===== src/rtl/snek_game_ctrl_pkg.sv =====
// Shared types for the snek game sequencer: FSM states, direction codes,
// button bit positions and playfield limits.
package snek_pkg;

   localparam int GRID_W = 32;
   localparam int GRID_H = 24;

   // btn_dir bit positions happen to equal the direction codes
   localparam int BTN_LEFT  = 0;
   localparam int BTN_RIGHT = 1;
   localparam int BTN_DOWN  = 2;
   localparam int BTN_UP    = 3;

   typedef enum logic [1:0] {
      ST_SPLASH = 2'd0,
      ST_CLEAR  = 2'd1,
      ST_RUN    = 2'd2,
      ST_DEAD   = 2'd3
   } state_e;

   typedef enum logic [2:0] {
      DIR_LEFT  = 3'd0,
      DIR_RIGHT = 3'd1,
      DIR_DOWN  = 3'd2,
      DIR_UP    = 3'd3
   } dir_e;

   function automatic dir_e dir_opposite(input dir_e d);
      case (d)
         DIR_LEFT:  return DIR_RIGHT;
         DIR_RIGHT: return DIR_LEFT;
         DIR_DOWN:  return DIR_UP;
         DIR_UP:    return DIR_DOWN;
         default:   return DIR_LEFT;
      endcase
   endfunction

endpackage


===== src/rtl/snek_game_ctrl_if.sv =====
// Signal bundle between the game sequencer and the input/video/snake logic.
interface snek_game_ctrl_if;
   logic       vsync_tick;
   logic       btn_start;
   logic [3:0] btn_dir;
   logic [5:0] head_h;
   logic [5:0] head_v;
   logic       dead;
   logic [5:0] food_h;
   logic [5:0] food_v;
   logic       step;
   logic       run;
   logic       game_rst;
   logic [2:0] dir;
   logic       grow_flag;
   logic       food_req;
   logic [7:0] score;
   logic [1:0] state;

   modport master (
      input  vsync_tick, btn_start, btn_dir, head_h, head_v, dead, food_h, food_v,
      output step, run, game_rst, dir, grow_flag, food_req, score, state
   );

   modport slave (
      output vsync_tick, btn_start, btn_dir, head_h, head_v, dead, food_h, food_v,
      input  step, run, game_rst, dir, grow_flag, food_req, score, state
   );
endinterface


===== src/rtl/snek_game_ctrl_dir_filter.sv =====
// Player direction filter: priority-encodes the buttons (up > down > left > right)
// and rejects a request that would reverse the committed direction.
module snek_dir_filter
   import snek_pkg::*;
(
   input  logic [3:0] btn_dir_i,
   input  dir_e       dir_i,
   output dir_e       pend_dir_o,
   output logic       pend_en_o
);

   logic req_vld;

   always_comb begin
      req_vld    = 1'b1;
      pend_dir_o = DIR_RIGHT;
      if      (btn_dir_i[BTN_UP])    pend_dir_o = DIR_UP;
      else if (btn_dir_i[BTN_DOWN])  pend_dir_o = DIR_DOWN;
      else if (btn_dir_i[BTN_LEFT])  pend_dir_o = DIR_LEFT;
      else if (btn_dir_i[BTN_RIGHT]) pend_dir_o = DIR_RIGHT;
      else                           req_vld    = 1'b0;
   end

   assign pend_en_o = req_vld && (pend_dir_o != dir_opposite(dir_i));

endmodule


===== src/rtl/snek_game_ctrl.sv =====
// Snek game sequencer: SPLASH/CLEAR/RUN/DEAD state machine, movement step
// generation from the frame tick, direction commit, food capture and score.
module snek_game_ctrl
   import snek_pkg::*;
#(
   parameter int MOVE_DIV  = 8,
   parameter int DEAD_HOLD = 120,
   parameter int MAXLEN    = 16
) (
   input logic              clk,
   input logic              rst,
   snek_game_ctrl_if.master ctl_if
);

   localparam int FCNT_W = $clog2(MOVE_DIV);
   localparam int HCNT_W = $clog2(DEAD_HOLD + 1);
   localparam logic [FCNT_W-1:0] FCNT_LAST = FCNT_W'(MOVE_DIV - 1);
   localparam logic [HCNT_W-1:0] HCNT_LAST = HCNT_W'(DEAD_HOLD - 1);
   localparam logic [7:0]        GROW_LIM  = 8'(MAXLEN - 1);

   state_e            state_q;
   dir_e              dir_q, pend_q, pend_dir;
   logic              pend_en;
   logic [FCNT_W-1:0] fcnt_q;
   logic [HCNT_W-1:0] hcnt_q;
   logic              start_q, sched_q;
   logic [1:0]        eat_pipe_q;
   logic              step_q, run_q, game_rst_q, grow_q, food_req_q;
   logic [7:0]        score_q, score_d;
   logic              start_edge_d, wrap_d, hit_d;

   snek_dir_filter u_dir_filter (
      .btn_dir_i  (ctl_if.btn_dir),
      .dir_i      (dir_q),
      .pend_dir_o (pend_dir),
      .pend_en_o  (pend_en)
   );

   assign start_edge_d = ctl_if.btn_start & ~start_q;
   assign wrap_d       = ctl_if.vsync_tick && (fcnt_q == FCNT_LAST);
   // eat_pipe_q[1] marks the second cycle after a RUN step, when head has moved
   assign hit_d        = eat_pipe_q[1] && (ctl_if.head_h == ctl_if.food_h)
                                       && (ctl_if.head_v == ctl_if.food_v);
   assign score_d      = (score_q == 8'hFF) ? score_q : score_q + 8'd1;

   always_ff @(posedge clk or posedge rst) begin
      if (rst) begin
         state_q    <= ST_SPLASH;
         dir_q      <= DIR_RIGHT;
         pend_q     <= DIR_RIGHT;
         fcnt_q     <= '0;
         hcnt_q     <= '0;
         start_q    <= 1'b0;
         sched_q    <= 1'b0;
         eat_pipe_q <= '0;
         step_q     <= 1'b0;
         run_q      <= 1'b0;
         game_rst_q <= 1'b1;
         grow_q     <= 1'b0;
         food_req_q <= 1'b0;
         score_q    <= '0;
      end else begin
         start_q    <= ctl_if.btn_start;
         step_q     <= 1'b0;
         sched_q    <= 1'b0;
         grow_q     <= 1'b0;
         food_req_q <= 1'b0;
         eat_pipe_q <= '0;
         unique case (state_q)
            ST_SPLASH: begin
               step_q <= ctl_if.vsync_tick;
               if (start_edge_d) begin
                  state_q    <= ST_CLEAR;
                  step_q     <= 1'b1;
                  food_req_q <= 1'b1;
                  score_q    <= '0;
                  dir_q      <= DIR_RIGHT;
                  pend_q     <= DIR_RIGHT;
                  fcnt_q     <= '0;
               end
            end
            ST_CLEAR: begin
               state_q    <= ST_RUN;
               run_q      <= 1'b1;
               game_rst_q <= 1'b0;
            end
            ST_RUN: begin
               if (ctl_if.dead) begin
                  state_q <= ST_DEAD;
                  run_q   <= 1'b0;
                  hcnt_q  <= '0;
               end else begin
                  if (pend_en) pend_q <= pend_dir;
                  if (wrap_d) begin
                     fcnt_q  <= '0;
                     dir_q   <= pend_q;
                     sched_q <= 1'b1;
                  end else if (ctl_if.vsync_tick) begin
                     fcnt_q <= fcnt_q + FCNT_W'(1);
                  end
                  step_q     <= sched_q;
                  eat_pipe_q <= {eat_pipe_q[0], step_q};
                  if (hit_d) begin
                     food_req_q <= 1'b1;
                     grow_q     <= (score_q < GROW_LIM);
                     score_q    <= score_d;
                  end
               end
            end
            ST_DEAD: begin
               if (ctl_if.vsync_tick) begin
                  if (hcnt_q == HCNT_LAST) begin
                     state_q    <= ST_SPLASH;
                     game_rst_q <= 1'b1;
                     hcnt_q     <= '0;
                  end else begin
                     hcnt_q <= hcnt_q + HCNT_W'(1);
                  end
               end
            end
         endcase
      end
   end

   assign ctl_if.step      = step_q;
   assign ctl_if.run       = run_q;
   assign ctl_if.game_rst  = game_rst_q;
   assign ctl_if.dir       = dir_q;
   assign ctl_if.grow_flag = grow_q;
   assign ctl_if.food_req  = food_req_q;
   assign ctl_if.score     = score_q;
   assign ctl_if.state     = state_q;

endmodule


===== src/flat_wrapper.sv =====
// flat-port wrapper written by rule: the top's interface ports become plain ports
module snek_game_ctrl_flat import snek_pkg::*;
#(
   parameter int MOVE_DIV  = 8,
   parameter int DEAD_HOLD = 120,
   parameter int MAXLEN    = 16
)
  (clk, rst, ctl_if_vsync_tick, ctl_if_btn_start, ctl_if_btn_dir, ctl_if_head_h, ctl_if_head_v, ctl_if_dead, ctl_if_food_h, ctl_if_food_v, ctl_if_step, ctl_if_run, ctl_if_game_rst, ctl_if_dir, ctl_if_grow_flag, ctl_if_food_req, ctl_if_score, ctl_if_state);
  snek_game_ctrl_if ctl_if_i ();
  input logic clk;
  input logic rst;
  input wire logic [$bits(ctl_if_i.vsync_tick)-1:0] ctl_if_vsync_tick;
  input wire logic [$bits(ctl_if_i.btn_start)-1:0] ctl_if_btn_start;
  input wire logic [$bits(ctl_if_i.btn_dir)-1:0] ctl_if_btn_dir;
  input wire logic [$bits(ctl_if_i.head_h)-1:0] ctl_if_head_h;
  input wire logic [$bits(ctl_if_i.head_v)-1:0] ctl_if_head_v;
  input wire logic [$bits(ctl_if_i.dead)-1:0] ctl_if_dead;
  input wire logic [$bits(ctl_if_i.food_h)-1:0] ctl_if_food_h;
  input wire logic [$bits(ctl_if_i.food_v)-1:0] ctl_if_food_v;
  output wire logic [$bits(ctl_if_i.step)-1:0] ctl_if_step;
  output wire logic [$bits(ctl_if_i.run)-1:0] ctl_if_run;
  output wire logic [$bits(ctl_if_i.game_rst)-1:0] ctl_if_game_rst;
  output wire logic [$bits(ctl_if_i.dir)-1:0] ctl_if_dir;
  output wire logic [$bits(ctl_if_i.grow_flag)-1:0] ctl_if_grow_flag;
  output wire logic [$bits(ctl_if_i.food_req)-1:0] ctl_if_food_req;
  output wire logic [$bits(ctl_if_i.score)-1:0] ctl_if_score;
  output wire logic [$bits(ctl_if_i.state)-1:0] ctl_if_state;
  assign ctl_if_i.vsync_tick = ctl_if_vsync_tick;
  assign ctl_if_i.btn_start = ctl_if_btn_start;
  assign ctl_if_i.btn_dir = ctl_if_btn_dir;
  assign ctl_if_i.head_h = ctl_if_head_h;
  assign ctl_if_i.head_v = ctl_if_head_v;
  assign ctl_if_i.dead = ctl_if_dead;
  assign ctl_if_i.food_h = ctl_if_food_h;
  assign ctl_if_i.food_v = ctl_if_food_v;
  assign ctl_if_step = ctl_if_i.step;
  assign ctl_if_run = ctl_if_i.run;
  assign ctl_if_game_rst = ctl_if_i.game_rst;
  assign ctl_if_dir = ctl_if_i.dir;
  assign ctl_if_grow_flag = ctl_if_i.grow_flag;
  assign ctl_if_food_req = ctl_if_i.food_req;
  assign ctl_if_score = ctl_if_i.score;
  assign ctl_if_state = ctl_if_i.state;
  snek_game_ctrl #(.MOVE_DIV(MOVE_DIV), .DEAD_HOLD(DEAD_HOLD), .MAXLEN(MAXLEN)) u_core (.clk(clk), .rst(rst), .ctl_if(ctl_if_i));
endmodule

===== config.mk =====
export PLATFORM = sky130hd
export DESIGN_NAME = snek_game_ctrl_flat
export DESIGN_NICKNAME = d
export VERILOG_FILES = /design/src/rtl/snek_game_ctrl_pkg.sv /design/src/rtl/snek_game_ctrl_if.sv /design/src/rtl/snek_game_ctrl_dir_filter.sv /design/src/rtl/snek_game_ctrl.sv /design/src/flat_wrapper.sv
export SDC_FILE = /design/constraint.sdc
export NUM_CORES = 1
export LEC_CHECK = 0
export CAP_MARGIN = 5
export CORE_MARGIN = 2
export CORE_UTILIZATION = 53
export DETAILED_ROUTE_END_ITERATION = 16
export GPL_TIMING_DRIVEN = 0
export PLACE_DENSITY = 0.84
export SYNTH_ARGS = -nofsm -noshare
export SYNTH_HDL_FRONTEND = slang
export SYNTH_SLANG_ARGS = --single-unit

===== constraint.sdc =====
create_clock -name clk -period 3.6 [get_ports clk]
set_input_delay 0.36 -clock clk [delete_from_list [all_inputs] [get_ports clk]]
set_output_delay 0.36 -clock clk [all_outputs]
set_load 0.05 [all_outputs]

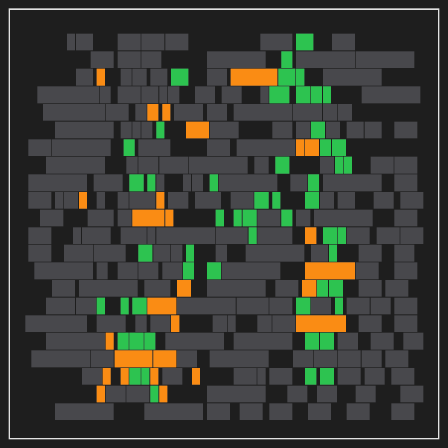
logic_types.png
Key: orange = NOR gates [cells 27, most used nor2_1]; green = NAND gates [cells 53, most used nand2_1]

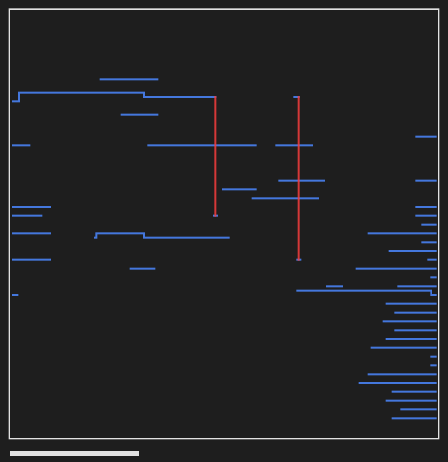
wires.png
The bar under the picture is 20 µm long. Two of the layers only.
Key: blue = metal 3 [wire length 316 µm]; red = metal 4 [wire length 43.5 µm]

==> flow_summary.yaml <==
# implementation run metrics
status:
  outcome: "finished clean"
global_routing:
  overflow: 0
  use_met3: 0.0443
  grt_first_pass_wirelength_um: 7640
  top_usage_layer: "met2"
  grt_pass1_vias: 1729
routing:
  dr.max_layer_used: "met4"
  first_iter_violations: 192
  vias: 1817
  ant_nets: 0
  first_pass_iters: 4
  drt_wl_total_um: 4660
  drt-met1-wl_um: 2010
  drc: 0
pwr:
  power_leakage_nw: 1.17
  top_power_group: "combinational cells"
  p_seq_frac: 0.325
  power.switching_mw: 0.620
  p_comb_frac: 0.502
  powerClk_mw: 0.260
  powerDensity_nw_per_um2: 555
  pg_comb_mw: 0.750
  ir_worst_vdd_v: 0.000499
clocking:
  cts-root-to-sink-buffers: 2
yosys:
  fp_nets: 248
  ys_area_um2: 2050
  dominantRegCellSynth: "dfrtp_1"
  yosys.stat.seqShare: 0.405
  ys.flops: 33
  common_cells: "dfrtp_1, nand2_1, xnor2_1, nor2_1"
  synth_area_leader_cell: "dfrtp_1"
  ys_cells: 207
  edf_count: 0
  area_leaders: "dfrtp_1, xnor2_1, ha_1"
  ys_types: 48
  syn_area_um2: 2050
finish:
  final_cell_mix: "clkdlybuf4s50_1, dfrtp_1, nand2_1"
  nClkBuffers: 6
  nets: 305
  drive_gt1_frac: 0.109
  sh_seq_area: 0.308
  fillers: 301
  logic_area_um2: 1140
  regArea_um2: 830
  antenna_cells: 0
  area_growth_pct: 31.7
worst_setup_path:
  cp_data_arrival_time_ns: 1.67
  cpMaxStageDelayCell: "clkdlybuf4s50_1"
  path_depth: 1
  crit_start: "u_core.ctl_if.dir[0]$_DFFE_PP1P_"
  critPathLaunchType: "flip-flop"
  path_max_fanout: 6
  worstPathRequired_ns: 3.24
sta:
  slew_headroom: 0.519
  whs_ns: 0.449
  period_needed_ns: 2.03
  final_max_slew_viol_count: 0
  final_hold_viol_count: 0
place:
  dp_cells: 304
  io_buffer_count: 49
  gp_congestion: 0.878
  placed_area_um2: 2600
worst_hold_path:
  min_path_type: "flip-flop to flip-flop"
floorplan:
  ios: 51
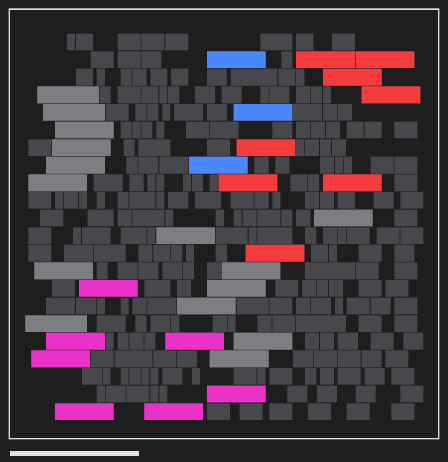
flops_by_reg.png
The bar under the picture is 20 µm long. Other sequential cells in the stronger gray, the rest of the logic in the fainter gray.
Key: magenta = u_core.hcnt_q [flops 7, where south-west]; blue = u_core.fcnt_q [flops 3]; red = u_core.ctl_if.score [flops 8]

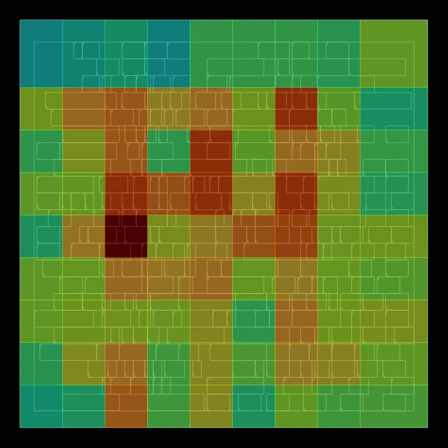
congestion.png
GR Layer Usage met2: 0.395
Core Util, Final: 0.731

## registers in the layout, indices dropped and copies added (netlist names)
name,cells
u_core.hcnt_q,7
u_core.fcnt_q,3
u_core.ctl_if.state,2
u_core.start_q,1
u_core.ctl_if.food_req,1
u_core.ctl_if.dir,2
u_core.sched_q,1
u_core.ctl_if.run,1
u_core.ctl_if.step,1
u_core.ctl_if.score,8
u_core.pend_q,2
u_core.ctl_if.grow_flag,1
u_core.ctl_if.game_rst,1
u_core.eat_pipe_q,2
## logic make-up after synthesis
family,Yosys count,synth area share
simple gates,90,0.271
buf+inv,14,0.0385
mux,6,0.0300
compound gates,38,0.132
fa+ha+maj,8,0.0489
flops,33,0.405
other cells,1,0.00183
xor+xnor,17,0.0727
No activity file was given, so power comes from the tool's default toggle rates.
